==> config.mk <==
export PLATFORM = sky130hd
export DESIGN_NAME = regfile_byte_reader
export DESIGN_NICKNAME = d
export VERILOG_FILES = /design/src/rtl/regfile_byte_reader.sv
export SDC_FILE = /design/constraint.sdc
export NUM_CORES = 1
export LEC_CHECK = 0
export ABC_AREA = 0
export CORE_AREA = 5 5 81 83
export DETAILED_ROUTE_END_ITERATION = 12
export DIE_AREA = 0 0 86 88
export DONT_BUFFER_PORTS = 1
export PLACE_DENSITY = 0.65
export SLEW_MARGIN = 20
export SYNTH_ARGS = -nofsm -noshare
export SYNTH_HDL_FRONTEND = slang
export SYNTH_SLANG_ARGS = --single-unit
export TNS_END_PERCENT = 30
==> constraint.sdc <==
create_clock -name CLK -period 1.7 [get_ports CLK]
set_input_delay 0.34 -clock CLK [delete_from_list [all_inputs] [get_ports CLK]]
set_output_delay 0.34 -clock CLK [all_outputs]
set_load 0.02 [all_outputs]
==> src/rtl/regfile_byte_reader.sv <==
// Read-side sequencer for the 32x32 register file: fetches one register or a
// wrapping range of registers and shows each word on the LED bus byte by byte.
module regfile_byte_reader #(
    parameter int HOLD_CYCLES = 4
) (
    input  logic        CLK,
    input  logic        Reset,
    input  logic        Start,
    input  logic        Scan,
    input  logic [4:0]  Start_Addr,
    input  logic [4:0]  Last_Addr,
    output logic [4:0]  Rd_Addr,
    input  logic [31:0] Rd_Data,
    output logic [7:0]  LED,
    output logic [1:0]  Byte_Idx,
    output logic        Busy,
    output logic        Done
);

    localparam logic [1:0] ST_IDLE  = 2'd0;
    localparam logic [1:0] ST_FETCH = 2'd1;
    localparam logic [1:0] ST_SHOW  = 2'd2;
    localparam logic [1:0] ST_DONE  = 2'd3;

    localparam int HOLD_W = (HOLD_CYCLES > 1) ? $clog2(HOLD_CYCLES) : 1;
    localparam logic [HOLD_W-1:0] HOLD_LAST = HOLD_W'(HOLD_CYCLES - 1);

    logic [1:0]        state_r;
    logic [4:0]        rd_addr_r;
    logic [7:0]        led_r;
    logic [1:0]        byte_idx_r;
    logic [HOLD_W-1:0] hold_r;
    logic [31:0]       word_r;
    logic [4:0]        last_addr_r;
    logic              scan_r;
    logic              busy_r;
    logic              done_r;

    function automatic logic [7:0] select_byte(input logic [31:0] w, input logic [1:0] idx);
        case (idx)
            2'd0:    select_byte = w[7:0];
            2'd1:    select_byte = w[15:8];
            2'd2:    select_byte = w[23:16];
            default: select_byte = w[31:24];
        endcase
    endfunction

    // Sequencer: IDLE -> FETCH -> SHOW (4 bytes) -> FETCH next or DONE -> IDLE
    always_ff @(posedge CLK) begin
        if (Reset) begin
            state_r     <= ST_IDLE;
            rd_addr_r   <= 5'd0;
            led_r       <= 8'd0;
            byte_idx_r  <= 2'd0;
            hold_r      <= '0;
            word_r      <= 32'd0;
            last_addr_r <= 5'd0;
            scan_r      <= 1'b0;
            busy_r      <= 1'b0;
            done_r      <= 1'b0;
        end else begin
            done_r <= 1'b0;
            case (state_r)
                ST_IDLE: begin
                    if (Start) begin
                        rd_addr_r   <= Start_Addr;
                        last_addr_r <= Last_Addr;
                        scan_r      <= Scan;
                        busy_r      <= 1'b1;
                        state_r     <= ST_FETCH;
                    end
                end
                ST_FETCH: begin
                    // Snapshot the word so later register writes cannot tear the display
                    word_r     <= Rd_Data;
                    led_r      <= Rd_Data[7:0];
                    byte_idx_r <= 2'd0;
                    hold_r     <= '0;
                    state_r    <= ST_SHOW;
                end
                ST_SHOW: begin
                    if (hold_r == HOLD_LAST) begin
                        hold_r <= '0;
                        if (byte_idx_r != 2'd3) begin
                            byte_idx_r <= byte_idx_r + 2'd1;
                            led_r      <= select_byte(word_r, byte_idx_r + 2'd1);
                        end else if (!scan_r || (rd_addr_r == last_addr_r)) begin
                            done_r  <= 1'b1;
                            state_r <= ST_DONE;
                        end else begin
                            // 5-bit add wraps 31 -> 0 for ranges crossing the top
                            rd_addr_r <= rd_addr_r + 5'd1;
                            state_r   <= ST_FETCH;
                        end
                    end else begin
                        hold_r <= hold_r + HOLD_W'(1);
                    end
                end
                ST_DONE: begin
                    busy_r  <= 1'b0;
                    state_r <= ST_IDLE;
                end
                default: begin
                    busy_r  <= 1'b0;
                    state_r <= ST_IDLE;
                end
            endcase
        end
    end

    assign Rd_Addr  = rd_addr_r;
    assign LED      = led_r;
    assign Byte_Idx = byte_idx_r;
    assign Busy     = busy_r;
    assign Done     = done_r;

endmodule

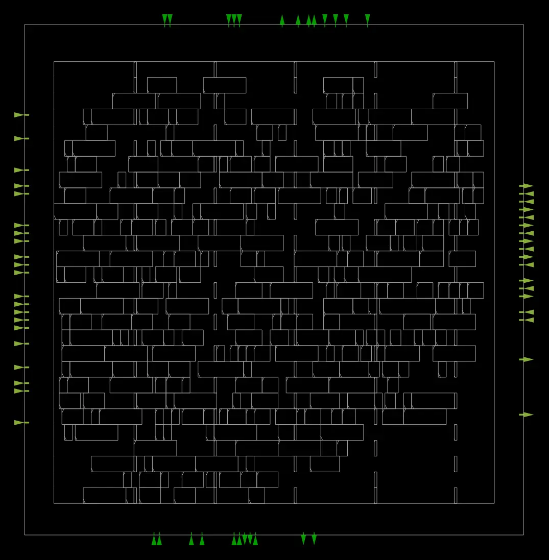
Figure 1: run 1, placement view.
number of inserted filler cells in the final layout: 559
standard cell core area: 0.00578 mm2
fraction of the core area covered by cells at the end of the flow: 0.540

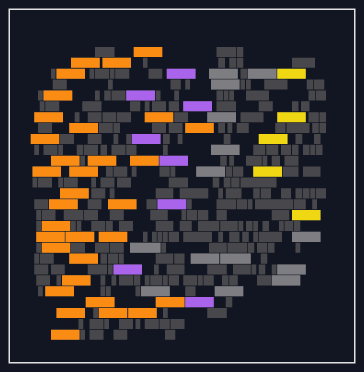
Figure 2: run 1, sequential cells grouped by signal name.
Drawn at 4 px/um.
- word_r: orange (flops 32)
- Rd_Addr: yellow (flops 5)
- LED: purple (flops 8)
- not colored: 14

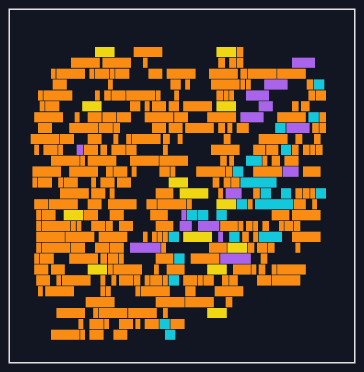
Figure 3: run 1, sizing map.
Drawn at 4 px/um.
- _2 cells: purple (cells 15; share 4.9%)
- _6 and larger: yellow (cells 13; share 4.2%)
- _3 and _4 cells: cyan (cells 22; share 7.1%)
- _0 and _1 cells: orange (cells 258; share 84%)

==> run notes, run 1 <==
Implementation numbers.

- The internal portion of total power is 0.00332 W.
- The cell area after synthesis is 0.00274 mm2.
- The share of the cycle needed by the critical path after routing is 0.979.
- The initial antenna violation count is 0.
- In the Yosys stats the netlist draws on 33 distinct library cells.
- Across every metal layer, demand over resource in global routing totals 0.175.
- The global-route met1 utilization is 0.214.
- The area enclosed by the die boundary is 0.00757 mm2.
- The pin count of the biggest net entering global routing is 66.
- The final report gives the standard cell area, fillers excluded, as 0.00312 mm2.
- The via count of the first global-routing pass is 2027.
- The placed standard-cell area is 0.00292 mm2.
- Setup repair after global routing could not meet its margin everywhere.
- The H-tree generated during clock tree synthesis spans 3 levels.
- For this run, the script counts the antenna cells in the layout as 0.
- The routed layout reports a DRC error count of 0.
- The worst-case register-to-register setup slack is 0.04 ns.
- The skew report gives the latency at the later pin of the worst-skew pair as 0.34 ns.
- The TritonCTS clock tree is built.
- The biggest area contributor in the post-synthesis netlist is sky130_fd_sc_hd__dfxtp_1.
- The detailed router put a total of 2820 um of wire on met1.
- The placement-stage worst setup slack is -0.00703 ns.
- The mean instance size in the synthesized netlist is 9.30 um2.
- The most common cell in the synthesized netlist is sky130_fd_sc_hd__dfxtp_1.
- In this run the power density over the cells is 1690 mW/mm2.
- In this run the remaining antenna-violating nets after routing total 0.
- The global route total overflow is 0.
- The root buffer cell chosen for the clock tree is sky130_fd_sc_hd__clkbuf_8.
- Wire segments on met2 add up to 2860 um in the final route.
- For reference, the final report shows the max-slew violation count at 0.
- The worst-case setup margin in the final layout is 0.0352 ns.
- The share of power burned in the clock network is 0.212.
- Clock-pin slew was measured on the worst setup and hold paths at 0.07 ns.
- Based on the critical path, the design can be clocked at up to 0.601 GHz.
- The final sum of negative setup slack is 0 ns.
- The worst setup path is launched from a register.
- The switching power as a share of total power is 0.372.
- The dominant synthesized flop cell is sky130_fd_sc_hd__dfxtp_1.
- After global routing, the most crowded layer is met2.
- The met3 wirelength from detailed routing is 519 um.
- The count of flip-flops with a built-in enable after synthesis is 0.
- The critical path maximum fanout is 9.
- The total count of hold-check failures in the final report is 0.
- The deepest clock path buffer count is 2.
- The startpoint identified for the worst register-to-register timing path is state_r[0].
- According to the floorplan log, the row count is 28.
- STA reports the tightest min-delay check as being of type in -> reg.
- The number of nets at floorplan is 353.
- The analysis attributes to cell leakage a power of 1.18 nW.
- The HPWL after detailed placement is 4480 um.
- The post-cts hold buffer count is 0.
- The post-CTS setup-driven buffer insertion count is 0.
- Compared with the post-synthesis result, the final layout area differs by 13.8%.
- The die is 88 um tall.
- The critical path ends at Rd_Addr[3].
- The report puts the cell count of the worst reg-to-reg path at 7.
- The finished layout holds 383 standard cells, fillers aside.
- The floorplan step set the die width to 86 um.
- The count of instantiated cells in the yosys netlist is 295.
- The analysis attributes to net switching a power of 0.00196 W.
- The number of placed cells counting well taps is 369.
- The summed standard-cell area reported by yosys is 0.00274 mm2.
- The fraction of layout instances using a drive strength above 1 is 0.162.
- The first global-routing pass estimated 10100 um of wire.
- The end-of-flow timing check tallies setup violations at 0.
- After the last flow step, the layout net total stands at 363.
- Per the cell usage report, the commonest logic cell in the layout is sky130_fd_sc_hd__dfxtp_1.
- On met3, the global router reports a usage of 0.0762.
- The worst-case max-slew headroom was logged as 0.676.
- The run finished with clean final reports.
- The measured slew at the worst slew-check pin is 0.485 ns.
- For reference, the critical path cell chain is inv_2 -> ha_1 -> nor2b_1 -> a21oi_4 -> o311ai_4 -> a21oi_1 -> o32ai_2.
- The sequential-to-total area share from yosys stat is 0.431.
- The top layer reached by signal wires is met4.
- In this run the worst setup path begins at state_r[0].
- The synthesized design contains 59 register bits.
- The number of OpenROAD warnings is 35.
- The final wirelength is 6270 um.
- The detail-routed net length per standard cell is 16.4 um.
- In the hold report, the worst path ends at last_addr_r[3].
- The required arrival time at the worst endpoint is 1.91 ns.
- The violation tally recorded at the end of detailed-routing iteration 0 is 183.
- The peak supply drop is 0.841 mV.
- In the routed layout, each cell is associated on average with a via count of 5.48.
- In the global route stage, met2 resource usage came out at 0.266.
- For this configuration, the core starts out at a cell density of 0.474.
- After layout, the design draws a total of 0.00528 W.
- The iteration count recorded for the first detailed-route pass is 6.
- Gates resized during post-CTS repair numbered 1.
- The count of mapped cells out of synthesis is 295.
- At the worst endpoint, the arrival time is 1.88 ns.
- The kind of critical path is reg -> reg.
- Buffers placed on the I/O ports in this run total 0.
- The worst hold path begins at Reset.
- For this design, the sink count on the clock tree is 59.
- The boundary pin count is 63.
- For this run, the number of Yosys warnings is 0.
- The worst setup path is captured at a register.
- The routed design could run at a clock period as short as 1.66 ns.
- The worst slack on hold paths is 0.0680 ns.
- Hold analysis shows the worst path with a depth of 1.
- The synthesis report lists the most area-consuming cells as sky130_fd_sc_hd__dfxtp_1 (43%), sky130_fd_sc_hd__mux2i_1 (15%), sky130_fd_sc_hd__nor2_1 (7.0%).
-- run 1: power by group through the flow --
| stage | logic (W) | clock network (W) | registers, W |
|---|---|---|---|
| 5_1_grt | 0.00228 | 0.00124 | 0.00214 |
| 6_report | 0.00206 | 0.00112 | 0.00210 |
| 2_1_floorplan | 0.00149 | 0 | 0.00212 |
| 3_5_place_dp | 0.00200 | 0 | 0.00213 |
| 4_1_cts | 0.00203 | 0.00115 | 0.00210 |
| 3_3_place_gp | 0.00197 | 0 | 0.00212 |
-- run 1: registers in the layout, indices dropped and copies added, names as in the netlist --
register and count:
Rd_Addr 5, Busy 1, Byte_Idx 2, state_r 2, Done 1, scan_r 1, hold_r 2, LED 8
last_addr_r 5, word_r 32
-- run 1: critical path: cells and delay by family (launching register included) --
family                   cells  cell delay (ns)
buffers and inverters        1             0.08
adder cells (fa/ha/maj)      1             0.22
flip-flops                   1             0.35
AND/OR/NAND/NOR              1             0.19
AND-OR/OR-AND                4             0.70
-- run 1: cell families after synthesis --
family / Yosys count / share of synthesized area
AND/OR/NAND/NOR: 95 / 0.151
flip-flops: 59 / 0.431
AND-OR/OR-AND: 51 / 0.133
multiplexers: 44 / 0.161
buffers and inverters: 29 / 0.0452
adder cells (fa/ha/maj): 12 / 0.0547
XOR/XNOR: 5 / 0.0242
-- run 1: layout make-up --
class                   instances  area (um2)  share of cell area
clock buffers                  12         155              0.0497
clock inverters                 2        12.5             0.00401
multi-input cells             207        1480               0.473
well taps                      75        93.8              0.0301
repair buffers                 19         168              0.0537
inverters                       9        33.8              0.0108
flip-flops and latches         59        1180               0.379
==> run 1 -> run 2 <==
--- a/config.mk
+++ b/config.mk
@@ -7,6 +7,7 @@
 export LEC_CHECK = 0
 export ABC_AREA = 0
 export CORE_AREA = 5 5 81 83
+export CTS_CLUSTER_SIZE = 10
 export DETAILED_ROUTE_END_ITERATION = 12
 export DIE_AREA = 0 0 86 88
 export DONT_BUFFER_PORTS = 1
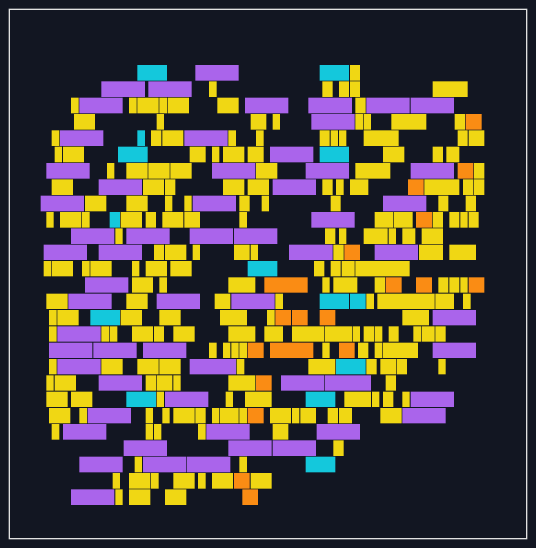
Figure 4: run 2, placed cells, one color a class.
Drawn at 6 px/um.
- flops: purple (cells 59; share of their area 39%)
- combinational and other logic: yellow (cells 216; share of their area 50%)
- other buffers and delay cells: orange (cells 19; share of their area 5.5%)
- clock drivers and dummy loads: cyan (cells 14; share of their area 5.5%)

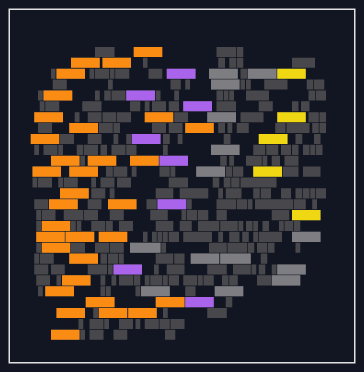
Figure 5: run 2, sequential cells grouped by signal name.
Drawn at 4 px/um.
- Rd_Addr: yellow (flops 5)
- LED: purple (flops 8)
- word_r: orange (flops 32)
- not colored: 14

==> run 2 against run 1 <==
  * Wire length did not move
  * Critical path depth unchanged
  * Fmax unchanged
  * Via count unchanged
  * Sequential power is essentially flat
  * Worst setup slack unchanged
  * Global-route usage did not move
  * Sequential cell count did not move
==> run notes, run 2 <==
Implementation numbers.

- By area the synthesized netlist is led by sky130_fd_sc_hd__dfxtp_1 (43%), sky130_fd_sc_hd__mux2i_1 (15%), sky130_fd_sc_hd__nor2_1 (7.0%).
- The first-pass detailed-route iteration total is 6 (unchanged).
- The count of flip-flops with a built-in enable after synthesis is 0 (unchanged).
- The fraction of layout instances using a drive strength above 1 was 0.162 (unchanged).
- The synthesis-to-layout area growth came to 13.8% (unchanged).
- The post-cts hold buffer count was 0 (unchanged).
- The summed standard-cell area reported by yosys came to 0.00274 mm2 (unchanged).
- The initial antenna violation count is 0 (unchanged).
- The minimum clock period after layout is 1.66 ns (unchanged).
- The largest driver fanout on the critical path is 9 (unchanged).
- The number of distinct library cell variants in the gate-level netlist after synthesis is 33 (unchanged).
- The met3 capacity usage during global routing is 0.0762 (unchanged).
- The CTS buffer count is 9.
- The number of nets at floorplan is 353 (unchanged).
- The number of maximum-capacitance violations recorded for the run is 0.
- The post-CTS setup-driven buffer insertion count came to 0 (unchanged).
- The register area is 0.00118 mm2 (unchanged).
- The routed layout has 2098 vias.
- The number of standard cells in the layout, taps in and fillers out is 383 (unchanged).
- The met2 routing resource usage after global routing came to 0.266 (unchanged).
- The required arrival time at the worst endpoint came to 1.91 ns (about the same).
- The total count of hold-check failures in the final report is 0 (unchanged).
- The number of max-slew violations in the final report is 0 (unchanged).
- The global routing usage summed across all routing layers came to 0.175 (unchanged).
- The detail-routed net length per standard cell is 16.4 um (unchanged).
- Per the cell usage report, the commonest logic cell in the layout is sky130_fd_sc_hd__dfxtp_1.
- The boundary pin count is 63 (unchanged).
- The net total in the final layout is 363 (unchanged).
- The floorplan utilization is 0.474 (unchanged).
- The depth of the worst hold-timing path was 1 (unchanged).
- Of the post-synthesis cell area, the dominant cell type holds 0.431.
- The total buffers and inverters traversed by the critical path came to 1 (unchanged).
- The peak supply drop is 0.841 mV (unchanged).
- The post-detailed-route via-to-cell ratio is 5.48 (unchanged).
- The final sum of negative setup slack is 0 ns (unchanged).
- The length in cells of the worst reg-to-reg path is 7 (unchanged).
- The maximum clock skew at final layout is 0.00606 ns.
- The measured slew at the worst slew-check pin came to 0.485 ns (unchanged).
- Setup repair after global routing could not meet its margin everywhere.
- The number of buffer cells added on primary ports is 0 (unchanged).
- The leakage component of the power was 1.18 nW (unchanged).
- The overall die height is 88 um (unchanged).
- The share of flip-flops with an asynchronous set or reset after synthesis is 0.
- The count of mapped cells out of synthesis is 295 (unchanged).
- The CTS H-tree depth was 3 (unchanged).
- The violation tally from detailed-route iteration zero came to 183 (unchanged).
- The total of fill cells in the finished design was 559 (unchanged).
- The flow ran to the end, and the final reports show no timing, DRC or antenna violations.
- The area enclosed by the die boundary is 0.00757 mm2 (unchanged).
- On the critical path the largest part of the delay comes from AND-OR/OR-AND gates.
- The insertion delay at the late pin of the worst-skew pair is 0.34 ns (about the same).
- The remaining number of nets flagged by the antenna check after routing came to 0 (unchanged).
- After its last routability iteration, the placer logged a weighted congestion of 0.844.
- The total of endpoints with negative setup slack in the final report is 0 (unchanged).
- The deepest clock path buffer count is 2 (unchanged).
- The global-route met1 utilization came to 0.214 (unchanged).
- The count of standard-cell rows is 28 (unchanged).
- The critical path in this run is classified as reg -> reg.
- The number of remaining DRC errors is 0 (unchanged).
- The launching element type of the critical path is a register.
- The most flop-heavy register is word_r.
- The root buffer cell is sky130_fd_sc_hd__clkbuf_8.
- The standard cell with the maximum stage delay on the critical path is sky130_fd_sc_hd__dfxtp_1.
- In the layout the commonest cells are sky130_fd_sc_hd__dfxtp_1 (57), sky130_fd_sc_hd__nor2_1 (51), sky130_fd_sc_hd__mux2i_1 (42), sky130_fd_sc_hd__nand2_1 (17), sky130_fd_sc_hd__buf_4 (17).
- The clock input transition at the sequential cells of the worst setup and hold paths came to 0.07 ns (about the same).
- The utilization of the core after routing was 0.540 (unchanged).
- The number of OpenROAD warnings was 35 (unchanged).
- The warning count from the yosys run is 0 (unchanged).
- The horizontal die dimension was 86 um (unchanged).
- The flip-flop and latch count after synthesis is 59 (unchanged).
- The number of clock sinks is 59 (unchanged).
- The sequential-to-total area share from yosys stat is 0.431 (unchanged).
- Among all flip-flop cells after synthesis, the most frequent one is sky130_fd_sc_hd__dfxtp_1.
- By instance count, the leading cell after synthesis is sky130_fd_sc_hd__dfxtp_1.
- The flip-flop count of the largest register after layout is 32 (unchanged).
- The number of diodes is 0 (unchanged).
- The relative slew slack is 0.676 (unchanged).
- In the synthesized netlist, the cells that appear most often are sky130_fd_sc_hd__dfxtp_1 (59), sky130_fd_sc_hd__nor2_1 (51), sky130_fd_sc_hd__mux2i_1 (42), sky130_fd_sc_hd__nand2_1 (17), sky130_fd_sc_hd__a21oi_1 (16).
- The global route total overflow is 0 (unchanged).
- The final wirelength is 6270 um (unchanged).
- The number of placed cells counting well taps was 369 (unchanged).
- For reference, the critical path cell chain is inv_2 -> ha_1 -> nor2b_1 -> a21oi_4 -> o311ai_4 -> a21oi_1 -> o32ai_2.
- The mean instance size in the synthesized netlist is 9.30 um2 (unchanged).
- The upper clock frequency limit is 0.601 GHz (unchanged).
- The cell area after synthesis is 0.00274 mm2 (unchanged).
- The leading area contributor after synthesis is sky130_fd_sc_hd__dfxtp_1.
- The worst min-delay path class is in -> reg.
- The total stage count of the critical path is 7 (unchanged).
- The combinational gate area was 0.00148 mm2 (unchanged).
- The pin count of the biggest net entering global routing was 66 (unchanged).
- The core area is 0.00578 mm2 (unchanged).
- The count of instantiated cells in the yosys netlist was 295 (unchanged).
- The final non-filler cell area came to 0.00312 mm2 (unchanged).
- The worst slack on hold paths was 0.0680 ns (unchanged).
- The share of the cycle needed by the critical path after routing is 0.979 (unchanged).
- The most used routing layer is met2.
- The delay of the slowest cell on the worst path is 0.35 ns.
- The worst setup path is captured at a register.
- The worst-case register-to-register setup slack is 0.04 ns (about the same).
- The wire length of the first global-routing pass was 10100 um (unchanged).
- The TritonCTS clock tree is built.
- The placed standard-cell area was 0.00292 mm2 (unchanged).
- The via count of the first global-routing pass is 2027 (unchanged).
- The power density over the cells was 1690 mW/mm2 (unchanged).
- The endpoint arrival time on the critical path came to 1.88 ns (about the same).
- The HPWL after detailed placement was 4480 um (unchanged).
run 2: cell counts in the layout (fill, tap and decap cells not counted):
No cell type changed its count.
run 2: logic make-up after synthesis:
| kind of cell | share of synthesized area |
|---|---|
| buf+inv | 0.0452 |
| fa+ha+maj | 0.0547 |
| xor+xnor | 0.0242 |
| flops | 0.431 |
| simple gates | 0.151 |
| compound gates | 0.133 |
| mux | 0.161 |
run 2: through the flow:
stage	power (W)	setup slack [ns]
3_3_place_gp	0.00409	0.0687
4_1_cts	0.00528	0.00411
2_1_floorplan	0.00361	0.0297
5_1_grt	0.00566	-0.0294
3_5_place_dp	0.00413	-0.00703
6_report	0.00528	0.0352
run 2: final cells by class:
cell class | instances | share of cell area
Clock buffer | 12 | 0.0497
Clock inverter | 2 | 0.00401
Inverter | 9 | 0.0108
Multi-Input combinational cell | 207 | 0.473
Sequential cell | 59 | 0.379
Tap cell | 75 | 0.0301
Timing Repair Buffer | 19 | 0.0537
run 2: power by group:
part	leakage, nW	switching (W)	total [W]	internal [W]
registers	0.484	0.000363	0.00210	0.00174
logic	0.609	0.00107	0.00206	0.000989
clock network	0.0843	0.000530	0.00112	0.000590
run 2: layer usage:
metal	wire length (um)	vias up
li1	-	1054
met1	2820	975
met2	2860	63
met3	519	6
met4	63	0
met5	0	-
run 2: repair_timing:
| item | 4_1_cts | 5_1_grt |
|---|---|---|
| setup endpoints to repair | 4 | 15 |
| resized | 1 | 7 |
| pin swaps | 0 | 1 |
run 2: path summary, 6_finish.rpt:
path,end,startpoint
min,last_addr_r[3],Reset
max reg2reg,Rd_Addr[3],state_r[0]
max,Rd_Addr[3],state_r[0]
min reg2reg,last_addr_r[1],last_addr_r[1]
Power and IR drop assume default switching activity.
